===== src/rtl/spi_write.sv =====
// spi_write: byte-wide SPI transmitter (mode 0, MSB first, active-high CS).
// Each accepted byte is shifted out on mosi with sclk low for CLK_DIV cycles
// and high for CLK_DIV cycles per bit; done pulses in the last high cycle.
// Optional feature macro: SPI_WRITE_BURST_EN -- when defined, a new byte can be
// accepted in the done cycle and streams back-to-back with CS held high.
// Without it every byte is its own frame followed by a 2*CLK_DIV cycle gap.
module spi_write #(
    parameter int unsigned CLK_DIV = 4
) (
    input  logic       clk,
    input  logic       rst,
    input  logic [7:0] tx_data,
    input  logic       tx_valid,
    output logic       tx_ready,
    output logic       CS,
    output logic       sclk,
    output logic       mosi,
    output logic       busy,
    output logic       done
);

    localparam int unsigned DATA_W = 8;
    localparam int unsigned BIT_W  = 3;
    localparam int unsigned DIV_W  = 8;

    localparam logic [DIV_W-1:0] DIV_MAX  = DIV_W'(CLK_DIV - 1);
    localparam logic [BIT_W-1:0] LAST_BIT = BIT_W'(DATA_W - 1);

    typedef enum logic [1:0] {
        ST_IDLE  = 2'd0,
        ST_LOAD  = 2'd1,
        ST_SHIFT = 2'd2,
        ST_GAP   = 2'd3
    } state_t;

    state_t             state_q, state_d;
    logic [DATA_W-1:0]  shift_q, shift_d;
    logic [BIT_W-1:0]   bit_q,   bit_d;
    logic [DIV_W-1:0]   div_q,   div_d;
    logic               sclk_q,  sclk_d;
    logic               mosi_q,  mosi_d;
    logic               cs_q,    cs_d;
    logic               busy_q,  busy_d;
    logic               done_q,  done_d;
    logic               rdy_q,   rdy_d;
    logic               accept;

    assign accept = tx_valid && rdy_q;

    // State, datapath and registered outputs; synchronous reset clears all
    always_ff @(posedge clk) begin
        if (rst) begin
            state_q <= ST_IDLE;
            shift_q <= '0;
            bit_q   <= '0;
            div_q   <= '0;
            sclk_q  <= 1'b0;
            mosi_q  <= 1'b0;
            cs_q    <= 1'b0;
            busy_q  <= 1'b0;
            done_q  <= 1'b0;
            rdy_q   <= 1'b0;
        end else begin
            state_q <= state_d;
            shift_q <= shift_d;
            bit_q   <= bit_d;
            div_q   <= div_d;
            sclk_q  <= sclk_d;
            mosi_q  <= mosi_d;
            cs_q    <= cs_d;
            busy_q  <= busy_d;
            done_q  <= done_d;
            rdy_q   <= rdy_d;
        end
    end

    // Next state plus bit timing: divider, bit counter, shifter, sclk and mosi
    always_comb begin
        state_d = state_q;
        shift_d = shift_q;
        bit_d   = bit_q;
        div_d   = div_q;
        sclk_d  = sclk_q;
        mosi_d  = mosi_q;
        unique case (state_q)
            ST_IDLE: begin
                sclk_d = 1'b0;
                mosi_d = 1'b0;
                if (accept) begin
                    shift_d = tx_data;
                    mosi_d  = tx_data[DATA_W-1];
                    bit_d   = '0;
                    div_d   = '0;
                    state_d = ST_LOAD;
                end
            end
            ST_LOAD, ST_SHIFT: begin
                // LOAD is the first low cycle of bit 7
                state_d = ST_SHIFT;
                if (div_q == DIV_MAX) begin
                    div_d = '0;
                    if (!sclk_q) begin
                        sclk_d = 1'b1;
                    end else begin
                        sclk_d = 1'b0;
                        if (bit_q == LAST_BIT) begin
                            bit_d   = '0;
                            mosi_d  = 1'b0;
                            state_d = ST_GAP;
`ifdef SPI_WRITE_BURST_EN
                            if (accept) begin
                                shift_d = tx_data;
                                mosi_d  = tx_data[DATA_W-1];
                                state_d = ST_LOAD;
                            end
`endif
                        end else begin
                            bit_d   = bit_q + BIT_W'(1);
                            mosi_d  = shift_q[DATA_W-2];
                            shift_d = {shift_q[DATA_W-2:0], shift_q[DATA_W-1]};
                        end
                    end
                end else begin
                    div_d = div_q + DIV_W'(1);
                end
            end
            ST_GAP: begin
                // two divider periods, bit_q marks the second one
                sclk_d = 1'b0;
                mosi_d = 1'b0;
                if (div_q == DIV_MAX) begin
                    div_d = '0;
                    if (bit_q == '0) begin
                        bit_d = BIT_W'(1);
                    end else begin
                        bit_d   = '0;
                        state_d = ST_IDLE;
                    end
                end else begin
                    div_d = div_q + DIV_W'(1);
                end
            end
            default: begin
                state_d = ST_IDLE;
            end
        endcase
    end

    // Registered output values derived from the upcoming state
    always_comb begin
        cs_d   = (state_d == ST_LOAD) || (state_d == ST_SHIFT);
        busy_d = (state_d != ST_IDLE);
        done_d = (state_d == ST_SHIFT) && sclk_d && (bit_d == LAST_BIT) &&
                 (div_d == DIV_MAX);
        rdy_d  = (state_d == ST_IDLE);
`ifdef SPI_WRITE_BURST_EN
        rdy_d  = rdy_d || done_d;
`endif
    end

    assign tx_ready = rdy_q;
    assign CS       = cs_q;
    assign sclk     = sclk_q;
    assign mosi     = mosi_q;
    assign busy     = busy_q;
    assign done     = done_q;

endmodule


===== config.mk =====
export PLATFORM = sky130hd
export DESIGN_NAME = spi_write
export DESIGN_NICKNAME = d
export VERILOG_FILES = /design/src/rtl/spi_write.sv
export SDC_FILE = /design/constraint.sdc
export NUM_CORES = 1
export LEC_CHECK = 0
export CAP_MARGIN = 20
export CELL_PAD_IN_SITES_DETAIL_PLACEMENT = 1
export CELL_PAD_IN_SITES_GLOBAL_PLACEMENT = 2
export CORE_MARGIN = 5
export CORE_UTILIZATION = 33
export CTS_BUF_LIST = sky130_fd_sc_hd__clkbuf_16
export CTS_CLUSTER_SIZE = 20
export DETAILED_ROUTE_END_ITERATION = 10
export GPL_ROUTABILITY_DRIVEN = 0
export GPL_TIMING_DRIVEN = 0
export MAX_ROUTING_LAYER = met4
export PLACE_DENSITY = 0.83
export SLEW_MARGIN = 10
export SYNTH_ARGS = -nofsm -noshare
export SYNTH_HDL_FRONTEND = slang
export SYNTH_SLANG_ARGS = --single-unit

===== constraint.sdc =====
create_clock -name clk -period 3.37 [get_ports clk]
set_input_delay 0.337 -clock clk [delete_from_list [all_inputs] [get_ports clk]]
set_output_delay 0.337 -clock clk [all_outputs]
set_load 0.02 [all_outputs]

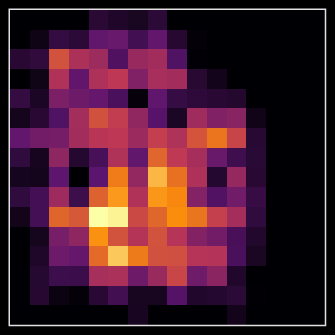
(images/route_heat.png)
Scale: 4 px per um. 16 x 16 tiles, from black (low) to pale yellow (high), scaled to the fullest tile. Values are wire area over tile area, all layers added.
The fullest tile reaches 0.50. The mean over all tiles is 0.11. 35% of the tiles are nearly empty. The densest ninth of the die: centre.
routed wire length: 4351 um
wire per inst: 17.00 um
Global Route Usage Sum: 0.1507
Vias: 1408

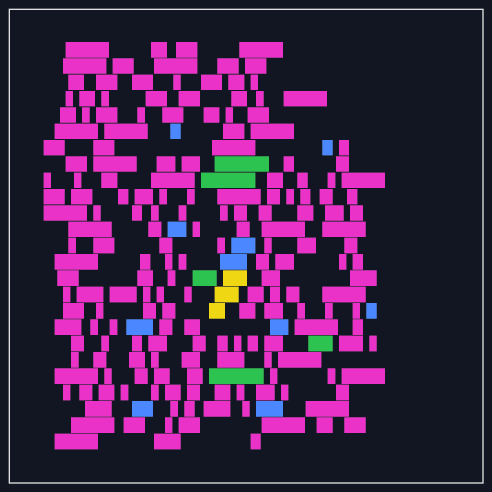
(images/sizing.png)
Scale: 6 px per um.
Green shows x6 and larger, cells 5. Yellow shows x3 and x4, cells 3. Magenta shows x1 and smaller, cells 184. Blue shows x2, cells 10.
final instance area: 1858 sq um
setup ws final: 0.5056 ns
P&R area growth vs syn: 19.28%
Non-clk bufs: 29

==> flow_summary.toml <==
# implementation run metrics
[status]
outcome = "complete, no violations"

[global_route]
grt_pass1_vias = 1503
grt_pass1_wl_um = 7320
grt_max_degree = 17
antenna_found_initial = 0

[floorplan]
die_h_um = 78.71
core-area_sq_um = 4661
fp_util = 0.3342
die-width_um = 78.71
dieArea_sq_um = 6194

[sta]
hold_violations = 0
fin_tns_setup_ns = 0
rsz0062_at_grt = "no"
fmax_mhz = 349.1
period_needed_ns = 2.864
worst_slew_pin_slew_ns = 0.6590
maxSlewViolCount = 0
fin_crit_sh = 0.8500
setup_viol = 0

[clock_network]
cts_made_buffers = 3
clock_path_buffers = 2
clkLatencyLatePin_ns = 0.27
holdBufCountCts = 0
postCtsSetupBuffers = 0
cts_root_buf = "clkbuf_16"
cts_resized = 0
cts_tree = "yes"
clk_pin_slew_ns = 0.07

[finish]
lay_top_cells = "27 x dfxtp_1, 27 x nor2_1, 15 x clkdlybuf4s50_1"
drive_above_1_share = 0.08911
nNetsFinal = 222
antenna_cells = 0
instances_no_fill = 256

[logic_synthesis]
async_flop_share = 0
ys.flops = 27
syn-cell-area_sq_um = 1558
synth_cells = 183
synth_top_area_share = 0.3470
yosysUniqueCellTypes = 46
yosysTopAreaCell = "dfxtp_1"
syn_nets = 202
edf_count = 0

[placement]
dpl_worst_slack_ns = 0.5342
portBuffers = 15

[routing]
drt_iter0_markers = 92
drc_errors = 0
firstDrtPassIters = 4

[flow_run]
cap_violations = 0
warning_count = 29

[min_path]
hp-start = "rst"
worstHoldEndpoint = "div_q[0]"
hold_depth = 2

[power_and_ir_drop]
power_density_nw_per_um2 = 717.1
vdd_drop_max_mv = 0.3043

[critical_path]
regToRegEndpoint = "done"
critPathLaunchType = "register"
cp.required_ns = 3.52
reg2reg_from = "div_q[0]"
crit_top_cell = "ha_1"
critPathMaxStageDelay_ns = 0.47
critPathSlowestCell = "or3b_2"
critPathCaptureType = "register"
worstPathArrival_ns = 3.02
r2r_cells = 11
cp_max_fo = 7
cp_num_buf_inv = 2
crit_path_cell_trace = "ha_1 -> or3b_2 -> clkbuf_1 -> o31ai_1 -> nand2_1 -> a21boi_1 -> inv_1 -> ha_1 -> a21boi_0 -> nand4b_1 -> nor4_2"
[cells by family (layout without fill, tap and decap cells)]
family          after synthesis  after routing  share of synthesized area
flops                        27             27                     0.3470
simple gates                 68             68                     0.2370
compound gates               47             47                     0.2129
buf+inv                      21             40                    0.06265
xor+xnor                      2              2                    0.01125
mux                          10             10                    0.06506
fa+ha+maj                     8              8                    0.06426
[sequential cells by signal (all words and copies together), names as in the netlist]
signal / count
CS: 1
bit_q: 3
mosi: 1
done: 1
div_q: 8
sclk: 1
busy: 1
state_q: 2
tx_ready: 1
shift_q: 8
[worst register-to-register path, delay by kind of cell, from the launching register on]
kind / cells / cell delay, ns
fa+ha+maj: 2 / 0.51
compound gates: 3 / 0.69
simple gates: 4 / 0.79
buf+inv: 2 / 0.29
flops: 1 / 0.46
[layout make-up]
cell class	instances	area [sq um]
Buffer	14	71.32
Sequential cell	27	540.5
Multi-Input combinational cell	135	919.6
Clock buffer	3	75.07
Fill cell	552	2803
Clock inverter	1	7.507
Tap cell	54	67.56
Timing Repair Buffer	15	150.1
Inverter	7	26.28
[synthesized netlist by cell type (2+ instances only)]
library cell,instances
a31oi_1,4
a21boi_1,2
ha_1,8
nand2_1,10
nor3b_1,2
mux2i_1,9
buf_6,2
a21oi_1,8
o31ai_1,4
nand4_1,5
nand2b_1,2
dfxtp_1,27
xnor2_1,2
nor2_1,27
buf_2,3
nand3_1,3
nor2b_1,9
buf_1,2
o21ai_0,5
nor4_2,3
clkbuf_1,7
a211oi_1,9
inv_1,7
[power breakdown]
group	internal (uW)	switching, uW
combinational	235	390
sequential	379	39.5
clock	162	126
[stage by stage]
step | hold WS (ns) | util | cell area (sq um) | power, uW
finish | 0.4641 | 0.3987 | 1858 | 1332
global route | 0.5125 | 0.3987 | 1858 | 1425
CTS | 0.4844 | 0.3987 | 1858 | 1343
detailed placement | 0.4758 | 0.3809 | 1775 | 1054
global placement | 0.4608 | 0.3809 | 1775 | 1024
floorplan | 0.4778 | - | 1558 | 860.2
[worst max path at each step]
stage,end,cells after the start,from,slack (ns)
after global routing,done,10,div_q[0],0.28
after CTS,done,11,div_q[0],0.53
after global placement,done,9,tx_valid,0.55
final,done,11,div_q[0],0.51
after floorplan,done,11,div_q[0],0.97
after detailed placement,done,9,tx_valid,0.53
[per-layer routing]
layer  up-vias  GRT usage  wire [um]
li1        698          -          -
met1       684     0.1875       2075
met2        22     0.2581       2115
met3         4    0.01701        107
met4         0    0.04371         53
met5         -          -          0
Power figures rest on the tool's default switching activity, not on a simulated workload.
